Design writeback_queue, sky130hd; sources not shown.
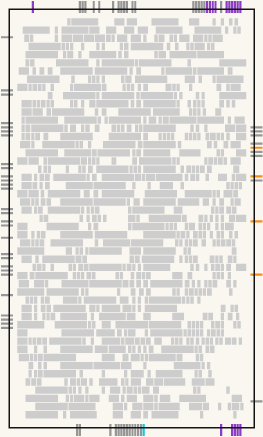
**Above:** run 1 (ports around the boundary).
Pins as bars across the die edge, other pins in gray.
query_reg -> orange  # pins 4, direction input, edge right
query_data -> purple  # pins 16, direction output, edge 11 top, 5 bottom
in_ready -> cyan  # pins 1, direction output, edge bottom
Port Buffers: 71
Die Y-Extent: 139 um
die span in x: 80.9 um

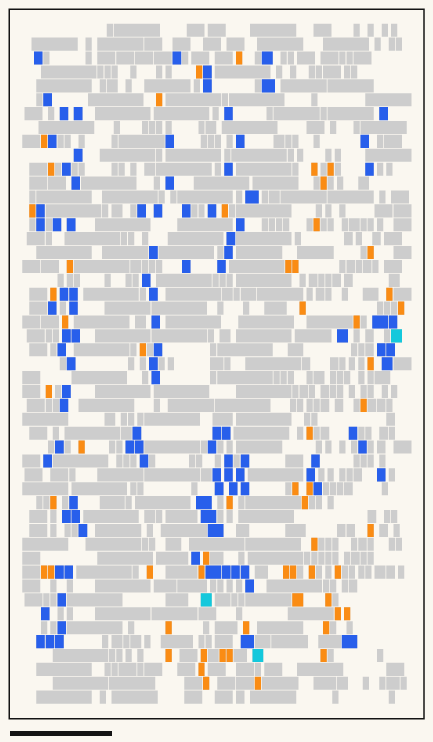
**Above:** run 1 (gate families picked out).
Bar = 20 um.
inv cells -> orange  # cells 58, where widely spread
aoi and oai cells -> blue  # cells 104, where widely spread
and/or cells -> cyan  # cells 3
most frequent logic cell in the layout: nand2_1
combinational share of cell area: 35.0%

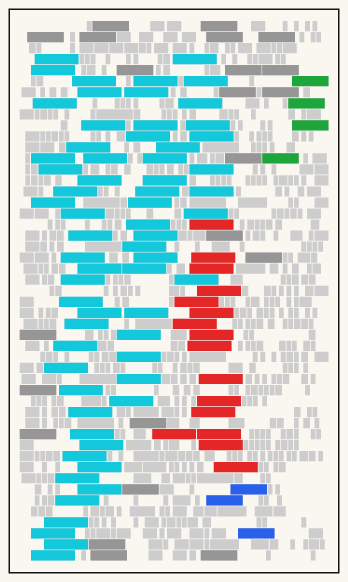
**Above:** run 1 (sequential cells grouped by signal name).
Write_reg -> green  # flops 4, where top right
ent_reg_q -> red  # flops 16
count_q -> blue  # flops 3
ent_data_q -> cyan  # flops 64
Finished Core Util: 68.9%
sequential logic power: 0.00143 W

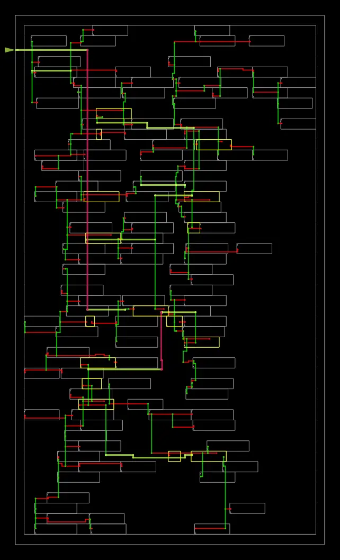
**Above:** run 1 (clock nets).
sequential cell count: 109
CTS Buf Count: 9
clk sinks: 109

==> impl_metrics.py, run 1 <==
# Metrics from the implementation run
metrics = {
    "run_status": {
        "status": "complete, no violations",
    },
    "power_and_ir_drop": {
        "swShare_pct": 47.2,
        "leakagePower_nw": 3.17,
        "clk-power_w": 0.000640,
        "power_frac_clock_pct": 15.1,
        "p_switching_w": 0.00200,
        "p_seq_share_pct": 33.6,
        "combPwrFrac_pct": 51.3,
        "power.internal_w": 0.00225,
        "power-top-group": "combinational cells",
        "p_total_w": 0.00425,
    },
    "die": {
        "initCoreUtil_pct": 60.0,
        "rows": 49,
        "ios": 88,
        "core_um2": 10200,
    },
    "timing": {
        "min_period_ns": 4.50,
        "setup_tns_ns": 0,
        "max_slew_margin_pct": 33.0,
        "finalSetupViolations": 0,
        "hold_slack_ns": 0.482,
        "slew_viol_final": 0,
        "tightest_slew_ns": 1.00,
        "finalHoldViolations": 0,
        "clock_skew_ns": 0.0155,
        "max_freq_mhz": 222,
        "finalClockPeriodUsage_pct": 80.3,
    },
    "setup_path": {
        "crit_slowest_cell": "dfrtp_1",
        "crit_chain": "inv_4 > nand2_1 > nand2_4 > nand2_2 > nand2_1 > nand2_1 > nand2_1 > nor2_1 > nand3_1 > nand2_1 > nor2_1 > nor2_1 > clkdlybuf4s50_1",
        "cp_slowest_stage_delay_ns": 0.90,
        "reg2reg_depth": 11,
        "crit_fanout": 28,
        "cp_num_buf_inv": 2,
        "crit_type": "reg2out",
        "cp_data_arrival_time_ns": 3.38,
        "crit_required_ns": 4.48,
        "crit_family": "simple AND/OR/NAND/NOR gates",
    },
    "placement": {
        "dp_slack_ns": 1.18,
        "place_inst": 891,
        "dp_hpwl_mm": 10.6,
    },
    "cts": {
        "h-tree-depth": 3,
        "cts_buffer_depth": 2,
        "cts.clk_slew.worst_paths_ns": 0.07,
        "post_cts_buffers": 0,
        "hold_buffers": 0,
        "cts_tree": "built",
        "cts_root_buf": "clkbuf_16",
    },
    "yosys": {
        "ys_async_sr_fraction_pct": 26.6,
        "synth_top_flop_cell": "edfxtp_1",
        "yosysUniqueCellTypes": 39,
        "topCellsByArea": "edfxtp_1 39%, nand2_1 19%, dfrtp_1 12%",
        "yosys-stat-area_um2": 6110,
        "yosysTopAreaCellShare_pct": 39.3,
        "yosys.area.top_type": "edfxtp_1",
        "mux_share_pct": 0,
        "ys_cells": 721,
        "ys_sh_simple_pct": 27.1,
        "xor_share_pct": 0.983,
        "aoi_share_pct": 8.95,
    },
    "route": {
        "drt_iter0_drc": 408,
        "drt_pass1_iterations": 5,
        "met1_length_mm": 5.34,
        "num_vias": 5057,
        "ant_nets": 0,
        "top_layer_used": "met4",
        "post_drt_wl_per_cell_um": 16.7,
    },
    "layout": {
        "largestClassByArea": "registers",
        "finalInstanceArea_um2": 7010,
        "clkCellAreaFrac_pct": 4.32,
        "fill_cells": 861,
        "n_antenna_cell": 0,
        "num-multi-input-gates": 521,
        "inverters": 58,
        "logic_area_um2": 2450,
        "nNetsFinal": 831,
        "largest_reg_flops": 64,
        "fin_cells": 907,
        "drive_gt1_share_pct": 5.90,
        "area_delta_synth_final_pct": 14.7,
    },
    "global_routing": {
        "grt_use_met1_pct": 31.2,
        "grt_util_met2_pct": 52.3,
        "grt_max_degree": 42,
        "met3_usage_pct": 4.17,
        "grt_pass1_wl_mm": 24.4,
    },
    "run": {
        "maxCapViolations": 0,
    },
    "hold_path": {
        "min_path_cells": 2,
    },
}
## Run 2: what changed since run 1
--- a/config.mk
+++ b/config.mk
@@ -8,7 +8,7 @@
 export ABC_AREA = 1
 export CORE_ASPECT_RATIO = 1.75
 export CORE_MARGIN = 2
-export CORE_UTILIZATION = 59
+export CORE_UTILIZATION = 50
 export DETAILED_ROUTE_END_ITERATION = 8
 export PLACE_DENSITY_LB_ADDON = 0.12
 export SYNTH_ARGS = -nofsm -noshare
==> constraint.sdc (replaced) <==
create_clock -name clk -period 3.6 [get_ports clk]
set_input_delay 0.72 -clock clk [delete_from_list [all_inputs] [get_ports clk]]
set_output_delay 0.72 -clock clk [all_outputs]
set_load 0.05 [all_outputs]
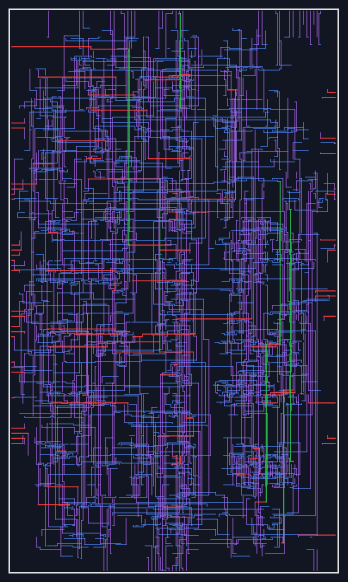
**Above:** run 2 (wiring by layer).
M2 -> purple  # wire length 8370 um
M1 -> blue  # wire length 5390 um
M3 -> red  # wire length 679 um
M4 -> green  # wire length 375 um
total vias in the final route: 4963
Avg WL per Cell: 16.0 um
WL final: 14.8 mm
all-layer global routing usage: 23.4%

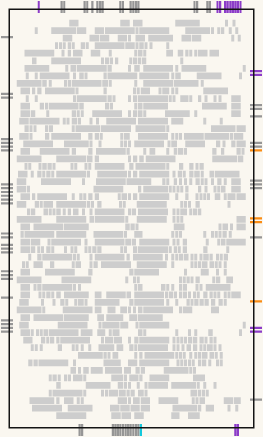
**Above:** run 2 (ports around the boundary).
Pins as bars across the die edge, other pins in gray.
query_reg -> orange  # pins 4, direction input, edge right
in_ready -> cyan  # pins 1, direction output, edge bottom
query_data -> purple  # pins 16, direction output, edge 10 top, 4 right, 2 bottom
all pins by edge = 28 top, 26 left, 18 right, 16 bottom
Die Y-Extent: 150 um
die span in x: 87.6 um

==> run 2 against run 1 <==
Critical path depth unchanged. Core utilization decreased by 9.4 points. Final cell count increased by 2.0%. Count of clock-buffer cells in the layout unchanged. Routed wire length decreased by 2.1%. First-iteration DRC count decreased by 35%. Global-route usage decreased by 5.6 points. Non-clock buffer count increased by 8. Critical path type unchanged. Largest power group unchanged.
==> impl_metrics.py, run 2 <==
# Metrics from the implementation run
metrics = {
    "run_status": {
        "status": "complete, no violations",
    },
    "cts": {
        "post_cts_buffers": 0,
        "clock-sinks": 109,
        "cts.clk_slew.worst_paths_ns": 0.07,
        "hold_buffers": 0,
        "cts_root_buf": "clkbuf_16",
        "cts_inserted_buffers": 9,
        "cts_buffer_depth": 2,
    },
    "global_routing": {
        "grt_util_met2_pct": 43.2,
        "grt_use_met1_pct": 25.4,
        "grt_pass1_wl_mm": 23.1,
        "met3_usage_pct": 3.67,
    },
    "power_and_ir_drop": {
        "combPwrFrac_pct": 52.3,
        "leakagePower_nw": 3.20,
        "power.internal_w": 0.00355,
        "power-top-group": "combinational cells",
        "seq-power_w": 0.00219,
        "power_frac_clock_pct": 14.6,
        "swShare_pct": 46.4,
        "clk-power_w": 0.000964,
    },
    "yosys": {
        "topCellsByArea": "edfxtp_1 39%, nand2_1 19%, dfrtp_1 12%",
        "yosysTopAreaCellShare_pct": 39.3,
        "yosys-stat-area_um2": 6110,
        "aoi_share_pct": 8.95,
        "yosysUniqueCellTypes": 39,
        "ys_cells": 721,
    },
    "setup_path": {
        "crit_type": "reg2out",
        "cp_slowest_stage_delay_ns": 0.66,
        "cp_data_arrival_time_ns": 2.48,
        "crit_fanout": 12,
        "cp_num_buf_inv": 2,
    },
    "layout": {
        "fill_cells": 1061,
        "nNetsFinal": 839,
        "largest_reg_flops": 64,
        "logic_area_um2": 2450,
        "largestClassByArea": "registers",
        "post-route-util_pct": 59.5,
        "layout_top_cell": "nand2_1",
        "n_antenna_cell": 0,
        "clkCellAreaFrac_pct": 4.04,
        "area_delta_synth_final_pct": 16.2,
        "num-multi-input-gates": 521,
        "drive_gt1_share_pct": 6.85,
    },
    "timing": {
        "max_slew_margin_pct": 19.6,
        "finalClockPeriodUsage_pct": 88.9,
        "clock_skew_ns": 0.00843,
        "setup_tns_ns": 0,
        "finalHoldViolations": 0,
        "min_period_ns": 3.20,
    },
    "placement": {
        "dp_hpwl_mm": 10.6,
        "dp_slack_ns": 0.177,
        "place_inst": 909,
        "port-buffer-count": 71,
    },
    "route": {
        "met1_length_mm": 5.39,
        "drt_pass1_iterations": 5,
        "ant_nets": 0,
        "top_layer_used": "met4",
    },
    "die": {
        "ios": 88,
        "rows": 53,
    },
}
Power figures rest on the tool's default switching activity, not on a simulated workload.
